**src/rtl/instr_fetch.sv**
```systemverilog
// instr_fetch: sequential instruction fetch unit with a 2-entry prefetch buffer.
//
// The unit keeps a fetch PC, one outstanding read to a memory port that answers
// exactly one cycle after the strobe, and a 2-entry FIFO of {pc, instr}. A new
// read is issued only when the response has a guaranteed slot, so no response
// is ever dropped. With the consumer never stalling, the unit delivers one
// instruction per cycle.
//
// Optional feature (macro FETCH_RANGE_CHK_EN): a redirect target above the
// 10-bit instruction space sets a sticky fetch_err and halts issue until reset.
// Without the macro, redirect_pc[11:10] is ignored and fetch_err is tied to 0.
//
// Ports
//   clk          in   single clock, rising edge
//   rst          in   asynchronous active-low reset
//   instr_addr   out  [11:0] fetch address (upper two bits always 0)
//   rd_instr_en  out  read strobe, one per request
//   instr        in   [31:0] read data, valid one cycle after rd_instr_en
//   redirect     in   single-cycle branch/jump request
//   redirect_pc  in   [11:0] redirect target
//   stall        in   consumer not ready; head entry held
//   instr_out    out  [31:0] head-of-buffer instruction
//   pc_out       out  [11:0] address of instr_out
//   instr_valid  out  instr_out/pc_out valid
//   fetch_err    out  sticky out-of-range redirect flag
module instr_fetch #(
  parameter logic [11:0] RESET_PC = 12'h000
) (
  input  logic        clk,
  input  logic        rst,
  output logic [11:0] instr_addr,
  output logic        rd_instr_en,
  input  logic [31:0] instr,
  input  logic        redirect,
  input  logic [11:0] redirect_pc,
  input  logic        stall,
  output logic [31:0] instr_out,
  output logic [11:0] pc_out,
  output logic        instr_valid,
  output logic        fetch_err
);

  logic [9:0]  pc_q, pc_d;
  logic [11:0] pc0_q, pc0_d, pc1_q, pc1_d;
  logic [31:0] ins0_q, ins0_d, ins1_q, ins1_d;
  logic [1:0]  count_q, count_d;
  logic        inflight_q;
  logic [11:0] inflight_pc_q, inflight_pc_d;
  logic        halt;
  logic        pop;
  logic        push;
  logic        issue;
  logic [1:0]  credit;

  assign instr_valid = (count_q != 2'd0);
  assign instr_out   = ins0_q;
  assign pc_out      = pc0_q;
  assign pop         = instr_valid & ~stall;
  assign push        = inflight_q;

  // Slots the buffer must still provide once this cycle's pop has happened.
  assign credit = count_q + {1'b0, inflight_q} - {1'b0, pop};

  // rst gates the strobe so nothing is requested while reset is held.
  assign issue       = rst & ~redirect & ~halt & (credit <= 2'd1);
  assign rd_instr_en = issue;
  assign instr_addr  = {2'b00, pc_q};

`ifdef FETCH_RANGE_CHK_EN
  logic err_q, err_d;

  assign err_d     = err_q | (redirect & (redirect_pc[11:10] != 2'b00));
  assign halt      = err_q;
  assign fetch_err = err_q;

  always_ff @(posedge clk or negedge rst) begin
    if (!rst) err_q <= 1'b0;
    else      err_q <= err_d;
  end
`else
  logic unused_rpc_hi;

  assign unused_rpc_hi = ^redirect_pc[11:10];
  assign halt          = 1'b0;
  assign fetch_err     = 1'b0;
`endif

  // PC and in-flight bookkeeping.
  always_comb begin
    pc_d          = pc_q;
    inflight_pc_d = inflight_pc_q;
    if (redirect) begin
      pc_d = redirect_pc[9:0];
    end else if (issue) begin
      pc_d          = pc_q + 10'd1;  // wraps 0x3FF -> 0x000
      inflight_pc_d = {2'b00, pc_q};
    end
  end

  // Shift FIFO: entry 0 is always the head.
  always_comb begin
    count_d = count_q;
    pc0_d   = pc0_q;
    ins0_d  = ins0_q;
    pc1_d   = pc1_q;
    ins1_d  = ins1_q;
    if (redirect) begin
      // Flush; the response landing this cycle is dropped as well.
      count_d = 2'd0;
    end else begin
      unique case ({push, pop})
        2'b10: begin
          if (count_q == 2'd0) begin
            pc0_d  = inflight_pc_q;
            ins0_d = instr;
          end else begin
            pc1_d  = inflight_pc_q;
            ins1_d = instr;
          end
          count_d = count_q + 2'd1;
        end
        2'b01: begin
          pc0_d   = pc1_q;
          ins0_d  = ins1_q;
          count_d = count_q - 2'd1;
        end
        2'b11: begin
          if (count_q == 2'd2) begin
            pc0_d  = pc1_q;
            ins0_d = ins1_q;
            pc1_d  = inflight_pc_q;
            ins1_d = instr;
          end else begin
            pc0_d  = inflight_pc_q;
            ins0_d = instr;
          end
        end
        default: ;
      endcase
    end
  end

  always_ff @(posedge clk or negedge rst) begin
    if (!rst) begin
      pc_q          <= RESET_PC[9:0];
      pc0_q         <= '0;
      ins0_q        <= '0;
      pc1_q         <= '0;
      ins1_q        <= '0;
      count_q       <= 2'd0;
      inflight_q    <= 1'b0;
      inflight_pc_q <= '0;
    end else begin
      pc_q          <= pc_d;
      pc0_q         <= pc0_d;
      ins0_q        <= ins0_d;
      pc1_q         <= pc1_d;
      ins1_q        <= ins1_d;
      count_q       <= count_d;
      inflight_q    <= issue;
      inflight_pc_q <= inflight_pc_d;
    end
  end

endmodule

```
**config.mk**
```make
export PLATFORM = sky130hd
export DESIGN_NAME = instr_fetch
export DESIGN_NICKNAME = d
export VERILOG_FILES = /design/src/rtl/instr_fetch.sv
export SDC_FILE = /design/constraint.sdc
export NUM_CORES = 1
export LEC_CHECK = 0
export CORE_MARGIN = 1.5
export CORE_UTILIZATION = 46
export CTS_CLUSTER_SIZE = 16
export DETAILED_ROUTE_END_ITERATION = 8
export GPL_ROUTABILITY_DRIVEN = 0
export GPL_TIMING_DRIVEN = 0
export PLACE_DENSITY = 0.77
export SYNTH_ARGS = -nofsm -noshare
export SYNTH_HDL_FRONTEND = slang
export SYNTH_SLANG_ARGS = --single-unit
```
**constraint.sdc**
```tcl
create_clock -name clk -period 2.12 [get_ports clk]
set_input_delay 0.424 -clock clk [delete_from_list [all_inputs] [get_ports clk]]
set_output_delay 0.424 -clock clk [all_outputs]
set_load 0.01 [all_outputs]
```
==> run_results.csv, run 1 <==
group,metric,value,unit
final_layout,layout.core_utilization,63.7,%
global_route,grt_use_met3,2.97,%
final_layout,seq_area,2680,um^2
final_layout,nNetsFinal,539,
sta,setup_viol,4,
yosys,edf_count,0,
yosys,flop_cell,"dfrtp_1",
sta,drv_slew,0,
sta,max_freq,427,MHz
clocking,cts_max_path_buffers,2,
worst_setup_path,required,1.70,ns
pwr,p_leak,2.88,nW
worst_setup_path,cp.arrival,1.92,ns
yosys,top_cells_by_count,"107 x dfrtp_1, 85 x mux2_2, 42 x a22o_1",
sta,worst_slack,-0.224,ns
worst_setup_path,cp_num_buf_inv,2,
sta,period_needed,2.34,ns
final_layout,seq_area_share,40.9,%
global_route,grt_pass1_vias,3375,
final_layout,sh_comb_area,32.4,%
global_route,overflow,0,
clocking,cts_tree,"built",
clocking,cts_setup_buffers,9,
outcome,status,"finished, violations left",
route,highest_layer,"met4",
worst_setup_path,worstSetupEndpointType,"primary output",
route,wl_per_cell,16.3,um
yosys,yosys.area.top_type_share,55.4,%
final_layout,num_antenna_cells,0,
route,ant_nets,0,
outcome,violations,"negative setup slack",
clocking,cts-root-buf,"clkbuf_8",
==> run 1: flip-flops by register name, summed over array words and instances (netlist names) <==
| register | cells |
|---|---|
| ins1_q | 32 |
| pc_q | 10 |
| pc_out | 10 |
| instr_out | 32 |
| inflight_q | 1 |
| inflight_pc_q | 10 |
| count_q | 2 |
| pc1_q | 10 |
==> run 1: report_power, final <==
group          switching [W]  total [W]  internal, W
clock               0.000740    0.00119     0.000450
combinational        0.00161    0.00413      0.00252
sequential          0.000561    0.00357      0.00301
total                0.00291    0.00889      0.00598
==> run 1: path summary, 6_finish.rpt <==
check,start,to
hold / removal,rst,instr_out[15]
setup reg to reg,count_q[1],pc1_q[5]
setup / recovery,count_q[1],rd_instr_en
hold reg to reg,instr_out[11],instr_out[11]
min in group clk,redirect,count_q[1]
max in group asynchronous,rst,inflight_pc_q[8]
### Pin placement, run 1

Scale bar: 20 um. Pins as bars across the die edge, other pins in grey.
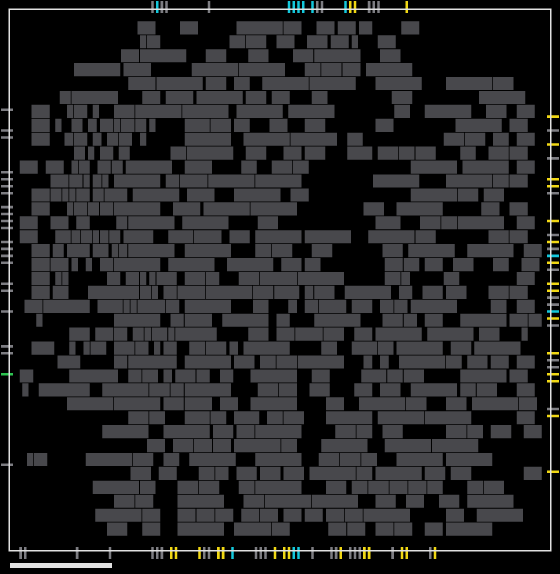
[yellow] instr_out | pins: 32 | direction: output | edge: 15 right, 14 bottom, 3 top
[green] fetch_err | pins: 1 | direction: output | edge: left
[cyan] pc_out | pins: 12 | direction: output | edge: 7 top, 3 bottom, 2 right
all pins by edge: 37 bottom, 29 right, 22 left, 19 top
Die Ht: 105 um
buffers added on ports: 98
Die X-Extent: 105 um

### Signal wires on met1, run 1

Scale bar: 20 um.
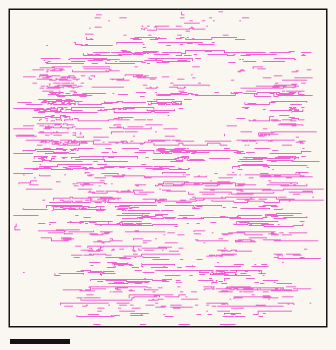
nets with wire on the layer: 463
main direction: horizontal
routed via count: 3359
GR Layer Usage met1: 25.6%
total wire length: 10200 um

### The clock network, run 1

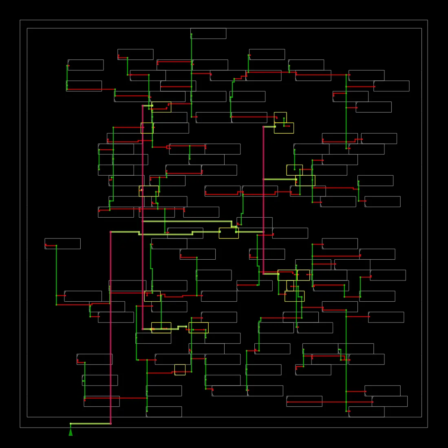
P_clk: 0.00119 W
Worst-Skew Late Latency: 0.37 ns
CTS Buf Count: 9

### Register map, names as in the netlist, run 1

Scale bar: 20 um.
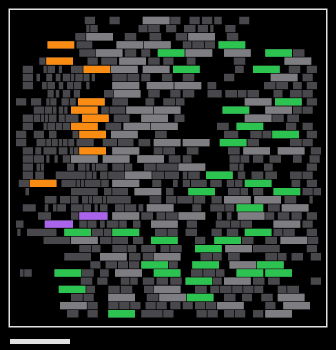

==> run 1 -> run 2 <==
- PLACE_DENSITY: 0.77 -> default
- PLACE_DENSITY_LB_ADDON: default -> 0.15
### Register map, names as in the netlist, run 2

Scale bar: 20 um.
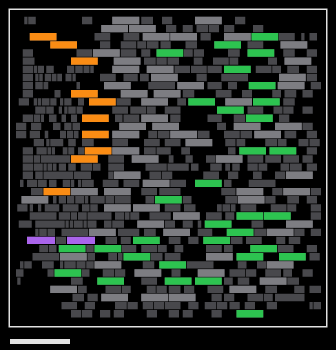
[green] ins1_q | flops: 32
[orange] pc_q | flops: 10
[purple] count_q | flops: 2
register share of the cell area: 39.0%
P_seq: 0.00362 W
Final Util: 66.8%
Reg area: 2680 um^2

==> run 2 against run 1 <==
The run ends with negative hold slack, negative setup slack left. Cell count is 1.4% higher. Clock skew is 0.0016 ns lower. Critical path depth stayed put. Sequential power is 1% higher. Sequential cell count stayed put. Combinational power is 12% higher. Via count is 1.4% higher. Hold slack worse by 0.071 ns.
==> run_results.csv, run 2 <==
group,metric,value,unit
outcome,status,"finished, violations left",
outcome,violations,"negative hold slack, negative setup slack",
worst_setup_path,required,1.70,ns
sta,setup_viol,54,
placement,numPortBuffers,98,
sta,whs,-0.00872,ns
final_layout,clock_buffers,11,
clocking,cts_inserted_buffers,9,
sta,worst_slack,-0.221,ns
global_route,grt_pass1_vias,3373,
yosys,top_cells_by_count,"107 x dfrtp_1, 85 x mux2_2, 42 x a22o_1",
clocking,clk_latency,0.37,ns
sta,max_freq,427,MHz
yosys,edf_count,0,
final_layout,num_antenna_cells,0,
sta,period_needed,2.34,ns
worst_setup_path,cp_num_buf_inv,2,
yosys,yosys.area.top_type_share,55.4,%
global_route,globalRouteMet1Util,27.2,%
worst_setup_path,start_kind,"register",
route,wl_per_cell,17.3,um
route,num_vias,3407,
global_route,grt_use_met3,2.84,%
hold_path,holdCritPathClass,"input port to async pin",
clocking,cts_setup_buffers,11,
yosys,flop_cell,"dfrtp_1",
floorplan,die_w,105,um
worst_setup_path,r2r-start,"count_q[1]",
worst_setup_path,worstSetupEndpointType,"primary output",
final_layout,nNetsFinal,548,
clocking,cts_max_path_buffers,2,
sta,report.final.hold_viol_count,4,
worst_setup_path,r2r-end,"pc1_q[2]",
floorplan,die_y,105,um
route,wirelength,11000,um
clocking,cts_resized,26,
run 2: cell counts after synthesis:
Identical to the previous run, type by type.
run 2: per-stage QoR:
stage               instances  instance area [um^2]
floorplan                 361                  4850
global placement          595                  6010
detailed placement        596                  6030
CTS                       623                  6390
global route              636                  6870
finish                    636                  6870
run 2: worst max path at each step:
stage                            end  startpoint  slack [ns]
floorplan           inflight_pc_q[0]  count_q[1]        0.05
CTS                      rd_instr_en  count_q[0]       -0.30
detailed placement       rd_instr_en       stall       -1.02
global route             rd_instr_en  count_q[1]       -0.32
global placement         rd_instr_en         rst       -4.52
finish                   rd_instr_en  count_q[1]       -0.22
run 2: where the power goes:
part           leakage, nW  switching (W)  total (W)  internal, W
registers             1.26       0.000602    0.00362      0.00302
clock network       0.0859       0.000683    0.00115     0.000465
logic                 1.81        0.00171    0.00462      0.00291
### Close-up of the layout, run 2

Scale bar: 20 um. Window x 28 to 78, y 49 to 99 um. Cells in grey, sequential cells in the stronger grey; small squares are vias.
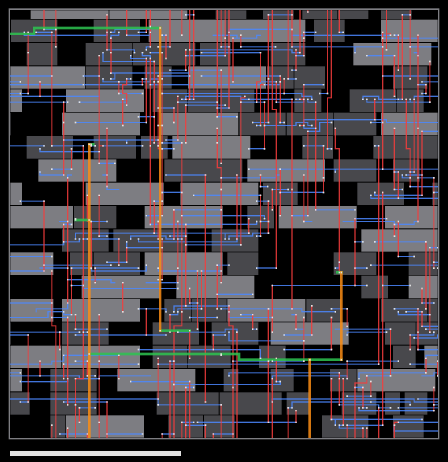

==> run 2 -> run 3 <==
- CORE_ASPECT_RATIO: default -> 0.5
### Close-up of the layout, run 3

Scale bar: 20 um. Window x 49 to 99, y 25 to 75 um. Cells in grey, sequential cells in the stronger grey; small squares are vias.
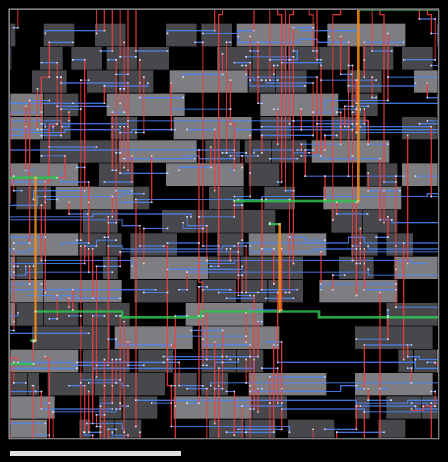
[green] met3
[blue] met1
[red] met2
[orange] met4
netlist names of flops here include: ins1_q (9), instr_out (8), pc_out (4)
most frequent: dfrtp_1 (26), mux2_2 (25), clkdlybuf4s50_1 (20)
sequential cells in the window: 26
cells with their middle in the window: 114

==> run 3 against run 2 <==
The run ends with negative setup slack left. Sequential share of layout area is 1.4 points higher. Sequential cell count did not move. Largest power group unchanged. Maximum frequency rose by 0.72%. Hold slack better by 0.017 ns. Critical endpoint unchanged. Clock-buffer cell count decreased by 1. Final area shrank 3.4%. Clock skew fell by 0.0017 ns. Non-clock buffer count decreased by 12.
==> run_results.csv, run 3 <==
group,metric,value,unit
worst_setup_path,required,1.70,ns
global_route,overflow,0,
global_route,grt_use_met3,4.49,%
sta,period_needed,2.32,ns
pwr,swShare,31.5,%
outcome,violations,"negative setup slack",
clocking,cts_setup_buffers,8,
worst_setup_path,cp_num_buf_inv,2,
sta,setup_viol,3,
clocking,cts-root-buf,"clkbuf_16",
clocking,cts_max_path_buffers,2,
pwr,power_leader,"combinational logic",
route,wirelength,10400,um
sta,max_freq,430,MHz
clocking,clk_latency,0.34,ns
outcome,status,"finished, violations left",
worst_setup_path,startpoint,"count_q[1]",
global_route,globalRouteMet1Util,27.4,%
final_layout,stdcell_count,628,
placement,placed_cells,600,
hold_path,holdCritPathClass,"input port to async pin",
final_layout,nNetsFinal,536,
yosys,flop_cell,"dfrtp_1",
route,highest_layer,"met4",
pwr,powerSeq,0.00359,W
worst_setup_path,cp.arrival,1.90,ns
pwr,switchingPower,0.00297,W
sta,drv_slew,0,
pwr,power_frac_comb,45.1,%
worst_setup_path,setup.worst_path.end,"rd_instr_en",
floorplan,die_w,148,um
final_layout,seq_area,2680,um^2
yosys,top_cells_by_count,"107 x dfrtp_1, 85 x mux2_2, 42 x a22o_1",
clocking,cts_tree,"built",
clocking,cts_resized,24,
sta,worst_slack,-0.205,ns
final_layout,layout.core_utilization,64.9,%
worst_setup_path,worstSetupEndpointType,"primary output",
## run 3: cells by family (layout without fill, tap and decap cells)
kind of cell             count (synthesis)  after routing  synth area share [%]
AND/OR/NAND/NOR                         43             43                  4.48
AND-OR/OR-AND                           66             66                  11.0
XOR/XNOR                                 5              5                  1.22
other                                    1              5                0.0776
flip-flops                             107            107                  55.4
adder cells (fa/ha/maj)                  5              5                  1.29
multiplexers                            96             96                  23.0
buffers and inverters                   34            161                  3.52
## run 3: final cells by class
class                   count  share of cell area, %
multi-input cells         220                   31.8
plain buffers              26                   3.21
repair buffers            112                   17.4
well taps                 140                   2.64
clock inverters             6                  0.717
inverters                   7                  0.396
flip-flops and latches    107                   40.4
clock buffers              10                   3.45
Power and IR drop assume default switching activity.
